`config.mk`:
```
export PLATFORM = sky130hd
export DESIGN_NAME = otter_hazard_ctrl_p
export DESIGN_NICKNAME = d
export VERILOG_FILES = /design/src/rtl/otter_hazard_ctrl_p.sv
export SDC_FILE = /design/constraint.sdc
export NUM_CORES = 1
export LEC_CHECK = 0
export CORE_MARGIN = 1
export CORE_UTILIZATION = 54
export DETAILED_ROUTE_END_ITERATION = 7
export HOLD_SLACK_MARGIN = 0.03
export PLACE_DENSITY = 0.84
export SYNTH_ARGS = -nofsm -noshare
export SYNTH_HDL_FRONTEND = slang
export SYNTH_SLANG_ARGS = --single-unit
```
`constraint.sdc`:
```
create_clock -name CLK -period 8.4 [get_ports CLK]
set_input_delay 2.1 -clock CLK [delete_from_list [all_inputs] [get_ports CLK]]
set_output_delay 2.1 -clock CLK [all_outputs]
set_load 0.01 [all_outputs]
```
`src/rtl/otter_hazard_ctrl_p.sv`:
```
// otter_hazard_ctrl_p
// Hazard and forwarding controller for the pipelined OTTER core.
// An in-flight scoreboard covers EX (entry 1), MEM_LAT memory stages and
// WB (entry D = MEM_LAT+2). Its contents drive:
//   - forwarding selects,
//   - load-use and multi-cycle stalls,
//   - branch-redirect flushes, with a down-counted fetch-recovery shadow.
// Optional build macro HAZARD_PERF_EN adds three 32-bit event counters
// (load-use stall cycles, redirect events, ex_busy cycles).
// Every output except sb_valid is combinational from scoreboard state and
// the DE inputs. All outputs are forced low while RESET is held.

module otter_hazard_ctrl_p #(
   parameter int MEM_LAT   = 1,
   parameter int FETCH_LAT = 1,
   parameter int FWD_W     = $clog2(MEM_LAT + 3)
) (
   input  logic               CLK,
   input  logic               RESET,
   input  logic               de_valid,
   input  logic [4:0]         de_rs1_addr,
   input  logic               de_rs1_used,
   input  logic [4:0]         de_rs2_addr,
   input  logic               de_rs2_used,
   input  logic [4:0]         de_rd_addr,
   input  logic               de_reg_write,
   input  logic               de_is_load,
   input  logic               ex_busy,
   input  logic               ex_redirect,
   output logic               stall_pc,
   output logic               bubble_ex,
   output logic               flush_de,
   output logic [FWD_W-1:0]   fwd_sel_a,
   output logic [FWD_W-1:0]   fwd_sel_b,
   output logic [MEM_LAT+1:0] sb_valid
`ifdef HAZARD_PERF_EN
   ,
   output logic [31:0]        perf_stall_cnt,
   output logic [31:0]        perf_flush_cnt,
   output logic [31:0]        perf_busy_cnt
`endif
);

   localparam int D = MEM_LAT + 2;

   // Scoreboard storage. Bit/index i holds stage k = i+1 (0 = EX, D-1 = WB).
   logic [D-1:0]      sb_v;
   logic [D-1:0]      sb_wr;
   logic [D-1:0]      sb_ld;
   logic [D-1:0][4:0] sb_rd;

   // Fetch-recovery down-counter. Two bits cover FETCH_LAT values 0..3.
   logic [1:0]        rec_cnt;
   logic              recovering;

   logic              hit_a;
   logic              hit_b;
   logic              ld_wait_a;
   logic              ld_wait_b;
   logic [FWD_W-1:0]  sel_a;
   logic [FWD_W-1:0]  sel_b;
   logic              load_use;
   logic              redirect_go;
   logic              ins_ok;

   assign recovering  = (rec_cnt != 2'd0);
   assign redirect_go = ex_redirect & ~ex_busy;

   // Youngest-match search per source operand. The loop walks from WB toward
   // EX, so the lowest matching stage is assigned last and wins. The check
   // rs != 0 also excludes any write to x0, because rd must equal rs.
   always_comb begin
      hit_a     = 1'b0;
      hit_b     = 1'b0;
      ld_wait_a = 1'b0;
      ld_wait_b = 1'b0;
      sel_a     = '0;
      sel_b     = '0;
      for (int i = D - 1; i >= 0; i--) begin
         if (sb_v[i] && sb_wr[i] && de_rs1_used && (de_rs1_addr != 5'd0) &&
             (sb_rd[i] == de_rs1_addr)) begin
            hit_a     = 1'b1;
            sel_a     = FWD_W'(i + 1);
            ld_wait_a = sb_ld[i] && (i != D - 1);
         end
         if (sb_v[i] && sb_wr[i] && de_rs2_used && (de_rs2_addr != 5'd0) &&
             (sb_rd[i] == de_rs2_addr)) begin
            hit_b     = 1'b1;
            sel_b     = FWD_W'(i + 1);
            ld_wait_b = sb_ld[i] && (i != D - 1);
         end
      end
   end

   assign load_use = de_valid & (ld_wait_a | ld_wait_b);

   // Stall, bubble, flush and forwarding decisions.
   // Priority: ex_busy first, then a redirect, then a load-use stall.
   always_comb begin
      stall_pc  = 1'b0;
      bubble_ex = 1'b0;
      flush_de  = 1'b0;
      fwd_sel_a = '0;
      fwd_sel_b = '0;
      if (RESET) begin
         stall_pc  = ex_busy | (load_use & ~redirect_go);
         bubble_ex = ~ex_busy & (load_use | redirect_go);
         flush_de  = redirect_go | recovering;
         if (de_valid && !load_use) begin
            fwd_sel_a = hit_a ? sel_a : '0;
            fwd_sel_b = hit_b ? sel_b : '0;
         end
      end
   end

   // The DE instruction enters EX only when it is neither bubbled nor flushed.
   assign ins_ok = de_valid & ~bubble_ex & ~flush_de;

   // Scoreboard advance: shift toward WB unless EX is busy; the WB entry
   // falls off the end.
   always_ff @(posedge CLK or negedge RESET) begin
      if (!RESET) begin
         sb_v  <= '0;
         sb_wr <= '0;
         sb_ld <= '0;
         sb_rd <= '0;
      end else if (!ex_busy) begin
         sb_v  <= {sb_v[D-2:0],  ins_ok};
         sb_wr <= {sb_wr[D-2:0], de_reg_write};
         sb_ld <= {sb_ld[D-2:0], de_is_load};
         sb_rd <= {sb_rd[D-2:0], de_rd_addr};
      end
   end

   // Fetch-recovery shadow. A redirect (re)loads FETCH_LAT. The counter then
   // counts down on non-busy cycles and holds while EX is busy.
   always_ff @(posedge CLK or negedge RESET) begin
      if (!RESET) begin
         rec_cnt <= 2'd0;
      end else if (redirect_go) begin
         rec_cnt <= 2'(FETCH_LAT);
      end else if (!ex_busy && recovering) begin
         rec_cnt <= rec_cnt - 2'd1;
      end
   end

   assign sb_valid = sb_v;

`ifdef HAZARD_PERF_EN
   // Event counters. They wrap naturally at 2^32.
   always_ff @(posedge CLK or negedge RESET) begin
      if (!RESET) begin
         perf_stall_cnt <= 32'd0;
         perf_flush_cnt <= 32'd0;
         perf_busy_cnt  <= 32'd0;
      end else begin
         if (load_use && !ex_busy && !redirect_go) perf_stall_cnt <= perf_stall_cnt + 32'd1;
         if (redirect_go) perf_flush_cnt <= perf_flush_cnt + 32'd1;
         if (ex_busy) perf_busy_cnt <= perf_busy_cnt + 32'd1;
      end
   end
`endif

endmodule

```
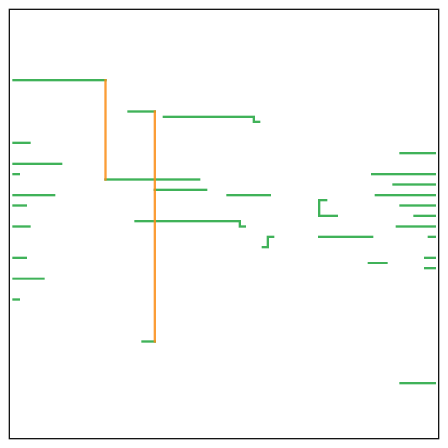
**Above:** run 1 (metal layers overlaid).
Only two layers are drawn.
[green] met3 | wire length: 156 µm
[orange] met4 | wire length: 42.8 µm

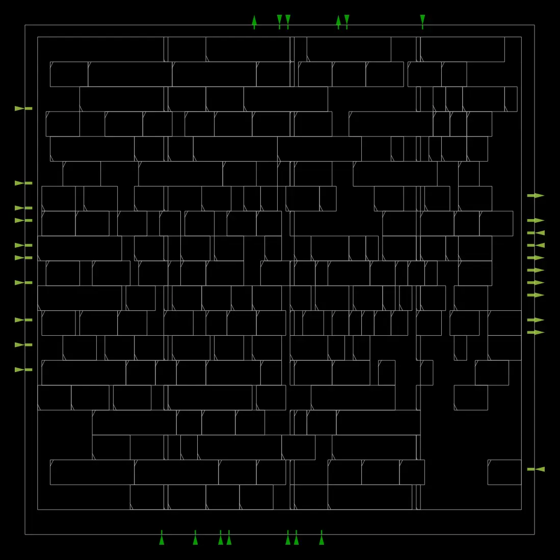
**Above:** run 1 (placed standard cells).
post-route core utilization: 71.5%
fraction of area in registers: 32.0%
final cell count without fillers: 212
Filler Cell Count: 200
placeable core region: 0.00273 mm²

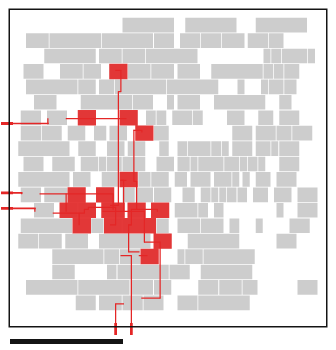
**Above:** run 1 (I/O nets highlighted).
Bar = 20 µm.
[red] de_rs1_addr | direction: input | edge: 3 west, 2 south | end cells: 17 | buffers: 5 | wire: 174 µm

==> flow.log, run 1 <==
[report] extracting results
[metrics] terminating pin of the worst hold path: rec_cnt[0]$_DFFE_PN0P_
[metrics] sequential fraction of the synthesis area: 40.2%
[metrics] total negative slack: 0 ns
[metrics] peak supply drop: 0.170 mV
[metrics] Slew @ Worst Pin: 0.655 ns
[metrics] share of total power in the clock network: 16.6%
[metrics] total met2 wirelength after detailed routing: 1610 µm
[metrics] power consumed by combinational cells: 0.000104 W
[metrics] cell chosen for the clock root: sky130_fd_sc_hd__clkbuf_4
[metrics] Most used DFF post-synth: sky130_fd_sc_hd__dfrtp_1
[metrics] clock skew: 0.0108 ns
[metrics] hold path cells: 1
[metrics] # Taps: 31
[metrics] number of max-slew violations in the final report: 0
[metrics] met3 wire length: 156 µm
[metrics] number of instances resized during post-cts repair: 0
[metrics] number of nets at floorplan: 171
[metrics] async set-reset flop share out of synthesis: 100%
[metrics] Synth Register Bits: 25
[metrics] maximum number of pins on one net before global-route repair: 34
[metrics] Most Crowded Layer GR: met2
[metrics] overall die area: 0.00310 mm²
[metrics] top fanout value on the critical path: 4
[metrics] gpl congestion: 0.845
[metrics] DR WL/cell: 15.0 µm
[metrics] setup repair bufs after CTS: 0
[metrics] max incr delay on CP: 0.61 ns
[metrics] number of sequential cells in the layout: 25
[metrics] half-perimeter wire length after detailed placement: 2560 µm
[metrics] Post-Synth XOR/XNOR Area: 16.9%
[metrics] clock network power consumption: 0.0000534 W
[metrics] count of pins on the block boundary: 34
[metrics] highest-count logic cell in the final layout: sky130_fd_sc_hd__clkdlybuf4s50_1
[metrics] CTS Buffer Depth: 2
[metrics] Setup CP Type: primary input to output pin
[metrics] WL final: 3180 µm
[metrics] top register by number of flip-flops: sb_rd
[metrics] number of vias per cell after detailed routing: 5.70
[metrics] headroom to the max-slew limit: 56.2%
[metrics] Logic cell area: 898 µm²
[metrics] Pre-Place Util: 57.0%
[metrics] met3 Track Usage GR: 4.19%
[metrics] area of all placed cells without fillers: 0.00195 mm²
[metrics] CTS sink cnt: 25
[metrics] fraction of area in multi-input gates: 46.0%
[metrics] crit path time final: 6.98 ns
[metrics] via count of the first global-routing pass: 1,185
[metrics] Clock-cell share: 1.41%
[metrics] synthesized instance count: 146
[metrics] most used standard cells in the synthesized netlist: 28 x sky130_fd_sc_hd__xnor2_1, 25 x sky130_fd_sc_hd__dfrtp_1, 21 x sky130_fd_sc_hd__mux2_2, 8 x sky130_fd_sc_hd__nand2_1
[metrics] worst hold path type: flip-flop to flip-flop
[metrics] summed instance area of the synthesized netlist: 0.00156 mm²
[metrics] count of clock-net buffers in the final layout: 3
[metrics] Post-route DRC: 0
[metrics] Yosys warning count: 0
[metrics] Sw Pwr: 0.000102 W
[metrics] end point of the critical path: fwd_sel_b[1]
[metrics] outcome: complete, no violations
[metrics] RSZ-0062 raised after global routing: no
[metrics] # hold bufs at CTS: 0
[metrics] drt first pass iters: 4
[metrics] non-clock buffer area fraction after layout: 17.7%
[metrics] largest family of logic cells by area: XOR/XNOR gates
==> run 1 -> run 2 <==
- CORE_UTILIZATION: 54 -> 50
- PLACE_DENSITY: 0.84 -> 0.79
- clock period: 8.4 -> 6.6 ns (I/O delays scaled with it)
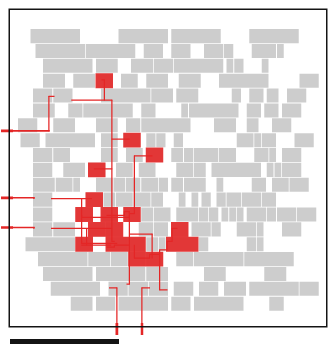
**Above:** run 2 (I/O nets highlighted).
Bar = 20 µm.
[red] de_rs1_addr | direction: input | edge: 3 west, 2 south | end cells: 17 | buffers: 5 | wire: 203 µm

==> run 2 against run 1 <==
The run now ends with design-rule violations left. Via count is 2.3% higher. Register-to-register slack worse by 1.9 ns. Die size increased by 7.7%. Count of clock-buffer cells in the layout unchanged. Area after synthesis is the same. Global-route usage decreased by 0.93 points.
==> flow.log, run 2 <==
[report] extracting results
[metrics] outcome: finished, violations left
[metrics] failing checks: design-rule violations
[metrics] # hold bufs at CTS: 0 (unchanged)
[metrics] clock skew: 0.00789 ns (-0.00288 ns)
[metrics] number of instances resized during post-cts repair: 0 (unchanged)
[metrics] number of synthesized flops with an enable pin: 0
[metrics] total global routing track utilization: 21.7%
[metrics] count of clock-net buffers in the final layout: 3 (unchanged)
[metrics] CTS Buffer Depth: 2 (unchanged)
[metrics] simple logic cell fraction of the synthesized area: 14.9%
[metrics] Synth Register Bits: 25 (unchanged)
[metrics] cell leakage power: 0.715 nW
[metrics] wire length of the first global-routing pass: 5600 µm
[metrics] total negative slack: 0 ns (unchanged)
[metrics] synthesized instance count: 146 (unchanged)
[metrics] met1 routing resource usage after global routing: 27.0%
[metrics] buffers added on ports: 33
[metrics] crit path time final: 6.12 ns
[metrics] clock network power consumption: 0.0000704 W (+32%)
[metrics] top routing layer used: met4
[metrics] Highest Clock Rate: 164 MHz
[metrics] share of total power in the clock network: 17.1% (+0.5 points)
[metrics] area of all placed cells without fillers: 0.00196 mm² (+0.13%)
[metrics] met3 Track Usage GR: 3.13% (-1.1 points)
[metrics] setup-violating endpoint count in the final report: 0
[metrics] type of origin of the critical path: primary input
[metrics] Most used DFF post-synth: sky130_fd_sc_hd__dfrtp_1
[metrics] layout overhead on the synthesized area: 25.6%
[metrics] area fraction in compound gates: 9.96%
[metrics] Worst setup EP type: output pin
[metrics] Most Crowded Layer GR: met2
[metrics] cell chosen for the clock root: sky130_fd_sc_hd__clkbuf_4
[metrics] kind of cell adding the most delay to the critical path: buffers and inverters
[metrics] worst endpoint data arrival time: 4.47 ns
[metrics] Register-to-Register Setup Slack: 4.56 ns
[metrics] largest family of logic cells by area: XOR/XNOR gates
[metrics] non-clock buffer area fraction after layout: 17.6% (-0.023 points)
[metrics] post-placement worst setup slack: 0.519 ns
[metrics] sequential fraction of the synthesis area: 40.2% (unchanged)
[metrics] number of logged tool warnings: 26
[metrics] headroom to the max-slew limit: 48.2% (-7.9 points)
[metrics] Filler Cell Count: 240 (+20%)
[metrics] overall power consumption: 0.000412 W
[metrics] number of nets at the end of the flow: 207
[metrics] power consumed by combinational cells: 0.000132 W (+27%)
[metrics] MaxCap Viol Count: 0
[metrics] startpoint of the most critical setup path: de_rs2_addr[4]
[metrics] crit-path most repeated cell: sky130_fd_sc_hd__clkdlybuf4s50_1
[metrics] setup repair bufs after CTS: 0 (unchanged)
[metrics] maximum number of pins on one net before global-route repair: 32 (-5.9%)
[metrics] count of routing violations after the opening detailed-route iteration: 52
[metrics] Setup CP Type: primary input to output pin
[metrics] startpoint of the worst hold path: rec_cnt[0]$_DFFE_PN0P_
[metrics] Logic cell area: 898 µm² (unchanged)
[metrics] met3 wire length: 174 µm (+12%)
[metrics] number of nets at floorplan: 171 (unchanged)
[metrics] fraction of area in registers: 32.0% (-0.041 points)
[metrics] summed instance area of the synthesized netlist: 0.00156 mm² (unchanged)
[metrics] Pre-Place Util: 54.6% (-2.4 points)
[metrics] cell with the biggest individual delay on the critical path: sky130_fd_sc_hd__clkdlybuf4s50_1
[metrics] Largest register FFs: 15
[metrics] number of buffers other than clock buffers in the final layout: 35
[metrics] Met1 Wirelength: 1410 µm
[metrics] count of multi-input gates: 112
[metrics] fraction of power consumed by sequential logic: 50.9%
[metrics] internal power of the cells: 0.000279 W
[metrics] DR WL/cell: 15.4 µm (+2.5%)
[metrics] group with the largest share of power: registers
[metrics] number of cells in the design after placement: 208
[metrics] remaining antenna violation count after routing: 0
[metrics] # Taps: 31 (unchanged)
[metrics] hold path cells: 1 (unchanged)
[metrics] Post-Synth XOR/XNOR Area: 16.9% (unchanged)
[metrics] pwr/cell area: 211 mW/mm²
[metrics] overall die area: 0.00334 mm² (+7.7%)
[metrics] gpl congestion: 0.908 (+7.4%)
[metrics] Post-Place Cell Area: 0.00193 mm²
[metrics] Reg clk slew, reported paths: 0.14 ns
[metrics] Post-route DRC: 3 (+3)
[metrics] highest-count logic cell in the final layout: sky130_fd_sc_hd__clkdlybuf4s50_1
[metrics] total met2 wirelength after detailed routing: 1650 µm (+2.4%)
[metrics] Clock H-tree levels: 1
[metrics] post-route core utilization: 68.6% (-2.9 points)
[metrics] WP data required: 4.95 ns
[metrics] distinct lib cells: 33
[metrics] number of cells on the critical path: 8
[metrics] worst slack on hold paths: 0.518 ns
[metrics] number of buffers added by the clock tree synthesis step: 3
[metrics] via count of the first global-routing pass: 1,280 (+8.0%)
[metrics] terminating pin of the worst hold path: rec_cnt[0]$_DFFE_PN0P_
[metrics] half-perimeter wire length after detailed placement: 2600 µm (+1.7%)
[metrics] end point of the critical path: fwd_sel_b[1]
[metrics] final cell count without fillers: 212 (unchanged)
[metrics] setup ws final: 0.484 ns
[metrics] fraction of met2 tracks used by global routing: 39.1%
[metrics] logic depth of the worst register-to-register path: 6
[metrics] Largest cells by area: sky130_fd_sc_hd__dfrtp_1 40%, sky130_fd_sc_hd__xnor2_1 16%, sky130_fd_sc_hd__mux2_2 15%
[metrics] top register by number of flip-flops: sb_rd
[metrics] global route overflow: 0
[metrics] Yosys warning count: 0 (unchanged)
[metrics] Non-Clock Inverter Count: 5
[metrics] fraction of power spent switching nets: 32.2%
[metrics] horizontal die dimension: 57.8 µm
[metrics] CTS tree: done
[metrics] fraction of layout cells with a size suffix above 1: 19.9%
[metrics] number of sequential cells in the layout: 25 (unchanged)
[metrics] WL final: 3260 µm (+2.5%)
[metrics] peak supply drop: 0.137 mV (-20%)
[metrics] antenna cell count: 0
[metrics] drt first pass iters: 8 (+4)
[metrics] RSZ-0062 raised after global routing: no
[metrics] async set-reset flop share out of synthesis: 100% (unchanged)
[metrics] number of buffer and inverter stages on the critical path: 2
[metrics] dominant class by area: logic gates
[metrics] Sw Pwr: 0.000133 W (+29%)
[metrics] number of standard cells reported by yosys: 146
[metrics] top fanout value on the critical path: 5 (+1)
[metrics] worst-skew pair later-pin latency: 0.32 ns
[metrics] fraction of area in multi-input gates: 45.9% (-0.059 points)
[metrics] worst reg2reg startpoint: sb_rd[9]$_DFFE_PN0N_
[metrics] dominant cell by count in the synthesized netlist: sky130_fd_sc_hd__xnor2_1
[metrics] cell type contributing the most total cell area after synthesis: sky130_fd_sc_hd__dfrtp_1
[metrics] Largest type area fraction: 40.2%
[metrics] number of vias per cell after detailed routing: 5.83 (+2.3%)
[metrics] placeable core region: 0.00285 mm² (+4.3%)
[metrics] max incr delay on CP: 0.63 ns (+0.02 ns)
[metrics] number of max-slew violations in the final report: 0 (unchanged)
[metrics] most used standard cells in the synthesized netlist: 28 x sky130_fd_sc_hd__xnor2_1, 25 x sky130_fd_sc_hd__dfrtp_1, 21 x sky130_fd_sc_hd__mux2_2, 8 x sky130_fd_sc_hd__nand2_1
[metrics] CTS sink cnt: 25 (unchanged)
[metrics] endpoint of the lowest-slack register-to-register path: sb_valid[0]$_DFFE_PN0N_
[metrics] y dimension of the die: 57.8 µm
[metrics] count of pins on the block boundary: 34 (unchanged)
[metrics] Period Utilization, post-route: 92.7%
[metrics] Synth mux share: 15.2%
[metrics] worst hold path type: flip-flop to flip-flop
[metrics] hold violation total from the final report: 0
[metrics] Slew @ Worst Pin: 0.774 ns (+0.119 ns)
[metrics] Critical Path, Cell by Cell: clkdlybuf4s50_1, xnor2_1, nand2_1, nor4_1, o22ai_2, a211o_2, a211oi_1, clkdlybuf4s50_1
[metrics] Clock-cell share: 1.53% (+0.13 points)
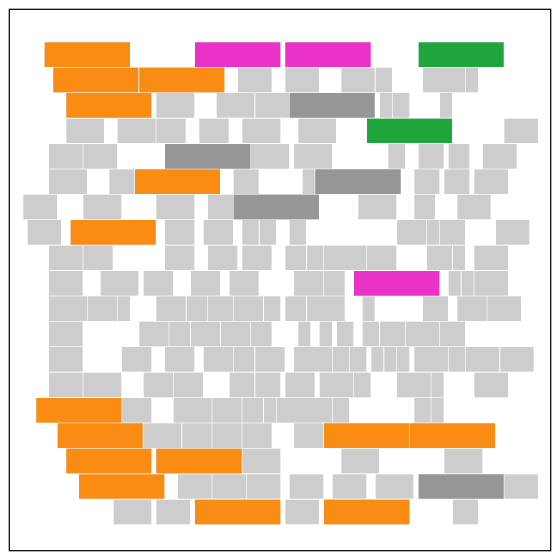
**Above:** run 2 (sequential cells grouped by signal name).
Other sequential cells in the stronger grey, the rest of the logic in the fainter grey.
[orange] sb_rd | sequential cells: 15
[green] rec_cnt | sequential cells: 2
[magenta] sb_valid | sequential cells: 3

==> run 2 -> run 3 <==
- ABC_AREA: not set -> 1
- CORE_UTILIZATION: 50 -> 51
- PLACE_DENSITY: 0.79 -> 0.8
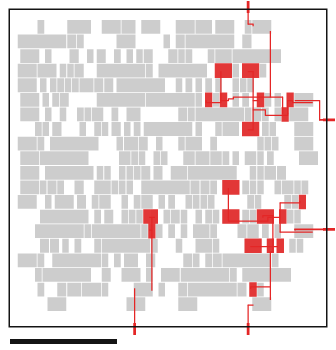
**Above:** run 3 (I/O nets highlighted).
Bar = 20 µm.
[red] de_rs1_addr | direction: input | edge: 2 east, 2 south, 1 north | end cells: 20 | buffers: 5 | wire: 168 µm

==> run 3 against run 2 <==
The run now ends clean. Design area increased by 5.2%. Maximum frequency increased by 8.9%. Largest cell class unchanged. Clock skew about the same. Non-clock buffer count rose by 2.
==> flow.log, run 3 <==
[report] extracting results
[metrics] outcome: complete, no violations
[metrics] worst-skew pair later-pin latency: 0.32 ns (about the same)
[metrics] Largest cells by area: sky130_fd_sc_hd__dfrtp_1 38%, sky130_fd_sc_hd__nand2_1 23%, sky130_fd_sc_hd__o21ai_0 7.6%
[metrics] synthesized instance count: 252 (+73%)
[metrics] Slew @ Worst Pin: 0.592 ns (-0.182 ns)
[metrics] simple logic cell fraction of the synthesized area: 34.2% (+19 points)
[metrics] endpoint of the lowest-slack register-to-register path: sb_valid[0]$_DFFE_PN0N_
[metrics] number of standard cells reported by yosys: 252 (+73%)
[metrics] horizontal die dimension: 58.9 µm (+1.9%)
[metrics] crit path time final: 5.61 ns (-0.501 ns)
[metrics] number of vias per cell after detailed routing: 4.94 (-15%)
[metrics] Clock H-tree levels: 1 (unchanged)
[metrics] CTS sink cnt: 25 (unchanged)
[metrics] end point of the critical path: fwd_sel_b[0]
[metrics] Logic cell area: 871 µm² (-3.1%)
[metrics] Most used DFF post-synth: sky130_fd_sc_hd__dfrtp_1
[metrics] half-perimeter wire length after detailed placement: 3040 µm (+17%)
[metrics] sequential fraction of the synthesis area: 37.9% (-2.3 points)
[metrics] buffers added on ports: 33 (unchanged)
[metrics] crit-path most repeated cell: sky130_fd_sc_hd__nand2_1
[metrics] non-clock buffer area fraction after layout: 17.5% (-0.14 points)
[metrics] number of sequential cells in the layout: 25 (unchanged)
[metrics] cell type contributing the most total cell area after synthesis: sky130_fd_sc_hd__dfrtp_1
[metrics] met3 Track Usage GR: 2.64% (-0.49 points)
[metrics] Reg clk slew, reported paths: 0.14 ns (about the same)
[metrics] y dimension of the die: 58.9 µm (+1.9%)
[metrics] via count of the first global-routing pass: 1,442 (+13%)
[metrics] Non-Clock Inverter Count: 32 (+27)
[metrics] Worst setup EP type: output pin
[metrics] startpoint of the worst hold path: sb_ld[1]$_DFFE_PN0N_
[metrics] cell leakage power: 1.00 nW (+40%)
[metrics] total negative slack: 0 ns (unchanged)
[metrics] Synth mux share: 0% (-15 points)
[metrics] number of buffers added by the clock tree synthesis step: 3 (unchanged)
[metrics] CTS tree: done
[metrics] headroom to the max-slew limit: 60.4% (+12 points)
[metrics] pwr/cell area: 182 mW/mm² (-14%)
[metrics] count of multi-input gates: 191 (+71%)
[metrics] gpl congestion: 0.925 (+1.9%)
[metrics] Post-Synth XOR/XNOR Area: 7.95% (-8.9 points)
[metrics] total met2 wirelength after detailed routing: 1740 µm (+5.2%)
[metrics] total global routing track utilization: 24.8% (+3.1 points)
[metrics] number of max-slew violations in the final report: 0 (unchanged)
[metrics] remaining antenna violation count after routing: 0 (unchanged)
[metrics] number of buffers other than clock buffers in the final layout: 37 (+5.7%)
[metrics] final cell count without fillers: 333 (+57%)
[metrics] hold path cells: 2 (+1)
[metrics] met3 wire length: 257 µm (+48%)
[metrics] dominant cell by count in the synthesized netlist: sky130_fd_sc_hd__nand2_1
[metrics] Met1 Wirelength: 1750 µm (+25%)
[metrics] hold violation total from the final report: 0 (unchanged)
[metrics] Register-to-Register Setup Slack: 4.96 ns (+0.40 ns)
[metrics] post-route core utilization: 67.4% (-1.2 points)
[metrics] setup repair bufs after CTS: 0 (unchanged)
[metrics] placeable core region: 0.00305 mm² (+7.0%)
[metrics] Filler Cell Count: 291 (+21%)
[metrics] async set-reset flop share out of synthesis: 100% (unchanged)
[metrics] number of cells on the critical path: 12 (+4)
[metrics] fraction of area in multi-input gates: 42.3% (-3.6 points)
[metrics] number of synthesized flops with an enable pin: 0 (unchanged)
[metrics] WP data required: 4.95 ns (about the same)
[metrics] terminating pin of the worst hold path: sb_ld[1]$_DFFE_PN0N_
[metrics] number of logged tool warnings: 26 (unchanged)
[metrics] clock network power consumption: 0.0000691 W (-2%)
[metrics] summed instance area of the synthesized netlist: 0.00165 mm² (+6.0%)
[metrics] number of instances resized during post-cts repair: 0 (unchanged)
[metrics] WL final: 3790 µm (+16%)
[metrics] area of all placed cells without fillers: 0.00206 mm² (+5.2%)
[metrics] number of buffer and inverter stages on the critical path: 3 (+1)
[metrics] clock skew: 0.00757 ns (-0.000325 ns)
[metrics] worst reg2reg startpoint: sb_valid[0]$_DFFE_PN0N_
[metrics] layout overhead on the synthesized area: 24.6%
[metrics] fraction of met2 tracks used by global routing: 39.3% (+0.21 points)
[metrics] cell chosen for the clock root: sky130_fd_sc_hd__clkbuf_4
[metrics] count of pins on the block boundary: 34 (unchanged)
[metrics] most used standard cells in the synthesized netlist: 102 x sky130_fd_sc_hd__nand2_1, 27 x sky130_fd_sc_hd__nor2_1, 25 x sky130_fd_sc_hd__dfrtp_1, 25 x sky130_fd_sc_hd__inv_1, 25 x sky130_fd_sc_hd__o21ai_0
[metrics] group with the largest share of power: registers
[metrics] Post-route DRC: 0 (-3)
[metrics] startpoint of the most critical setup path: de_rs1_used
[metrics] met1 routing resource usage after global routing: 36.1% (+9.1 points)
[metrics] worst slack on hold paths: 0.526 ns (+0.00784 ns)
[metrics] post-synthesis share of cell area spent on full adders, half adders and majority gates: 0.758%
[metrics] global route overflow: 0 (unchanged)
[metrics] maximum number of pins on one net before global-route repair: 33 (+3.1%)
[metrics] count of routing violations after the opening detailed-route iteration: 85 (+63%)
[metrics] area fraction in compound gates: 9.77% (-0.19 points)
[metrics] Critical Path, Cell by Cell: clkdlybuf4s50_1, inv_1, nor2_1, nand3_1, nor2_1, nand2_1, nand2_1, nand2_1, nand2_1, nand4_1, nor2_1, clkdlybuf4s50_1
[metrics] drt first pass iters: 4 (-4)
[metrics] number of cells in the design after placement: 329 (+58%)
[metrics] largest family of logic cells by area: simple AND/OR/NAND/NOR gates
[metrics] Largest register FFs: 15 (unchanged)
[metrics] # hold bufs at CTS: 0 (unchanged)
[metrics] fraction of area in registers: 30.4% (-1.6 points)
[metrics] Clock-cell share: 1.28% (-0.26 points)
[metrics] Most Crowded Layer GR: met2
[metrics] setup-violating endpoint count in the final report: 0 (unchanged)
[metrics] Synth Register Bits: 25 (unchanged)
[metrics] overall die area: 0.00347 mm² (+3.8%)
[metrics] number of nets at the end of the flow: 315 (+52%)
[metrics] DR WL/cell: 11.4 µm (-26%)
[metrics] highest-count logic cell in the final layout: sky130_fd_sc_hd__nand2_1
[metrics] cell with the biggest individual delay on the critical path: sky130_fd_sc_hd__clkdlybuf4s50_1
[metrics] Sw Pwr: 0.000124 W (-6.3%)
[metrics] CTS Buffer Depth: 2 (unchanged)
[metrics] overall power consumption: 0.000374 W (-9.1%)
[metrics] share of total power in the clock network: 18.5% (+1.4 points)
[metrics] post-placement worst setup slack: 1.03 ns (+0.516 ns)
[metrics] top register by number of flip-flops: sb_rd
[metrics] count of clock-net buffers in the final layout: 4 (+1)
[metrics] fraction of power consumed by sequential logic: 51.7% (+0.8 points)
[metrics] top fanout value on the critical path: 4 (-1)
[metrics] dominant class by area: logic gates
[metrics] number of nets at floorplan: 277 (+62%)
[metrics] top routing layer used: met4
[metrics] setup ws final: 0.985 ns (+0.501 ns)
[metrics] fraction of power spent switching nets: 33.2% (+1.0 points)
[metrics] MaxCap Viol Count: 0 (unchanged)
[metrics] Post-Place Cell Area: 0.00203 mm² (+5.5%)
[metrics] worst hold path type: flip-flop to flip-flop
[metrics] RSZ-0062 raised after global routing: no
[metrics] internal power of the cells: 0.000250 W (-10%)
[metrics] distinct lib cells: 19 (-42%)
[metrics] Period Utilization, post-route: 85.1% (-7.6 points)
[metrics] logic depth of the worst register-to-register path: 14 (+8)
[metrics] peak supply drop: 0.130 mV (-4.6%)
[metrics] Largest type area fraction: 37.9% (-2.3 points)
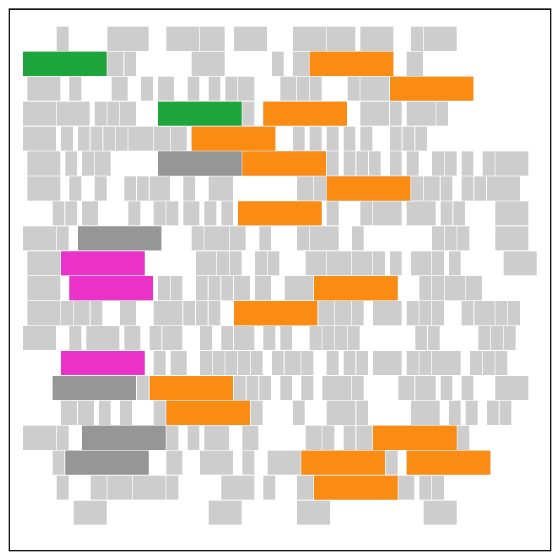
**Above:** run 3 (sequential cells grouped by signal name).
Other sequential cells in the stronger grey, the rest of the logic in the fainter grey.
[magenta] sb_valid | sequential cells: 3
[orange] sb_rd | sequential cells: 15
[green] rec_cnt | sequential cells: 2
not coloured: 5

Power figures rest on the tool's default switching activity, not on a simulated workload.
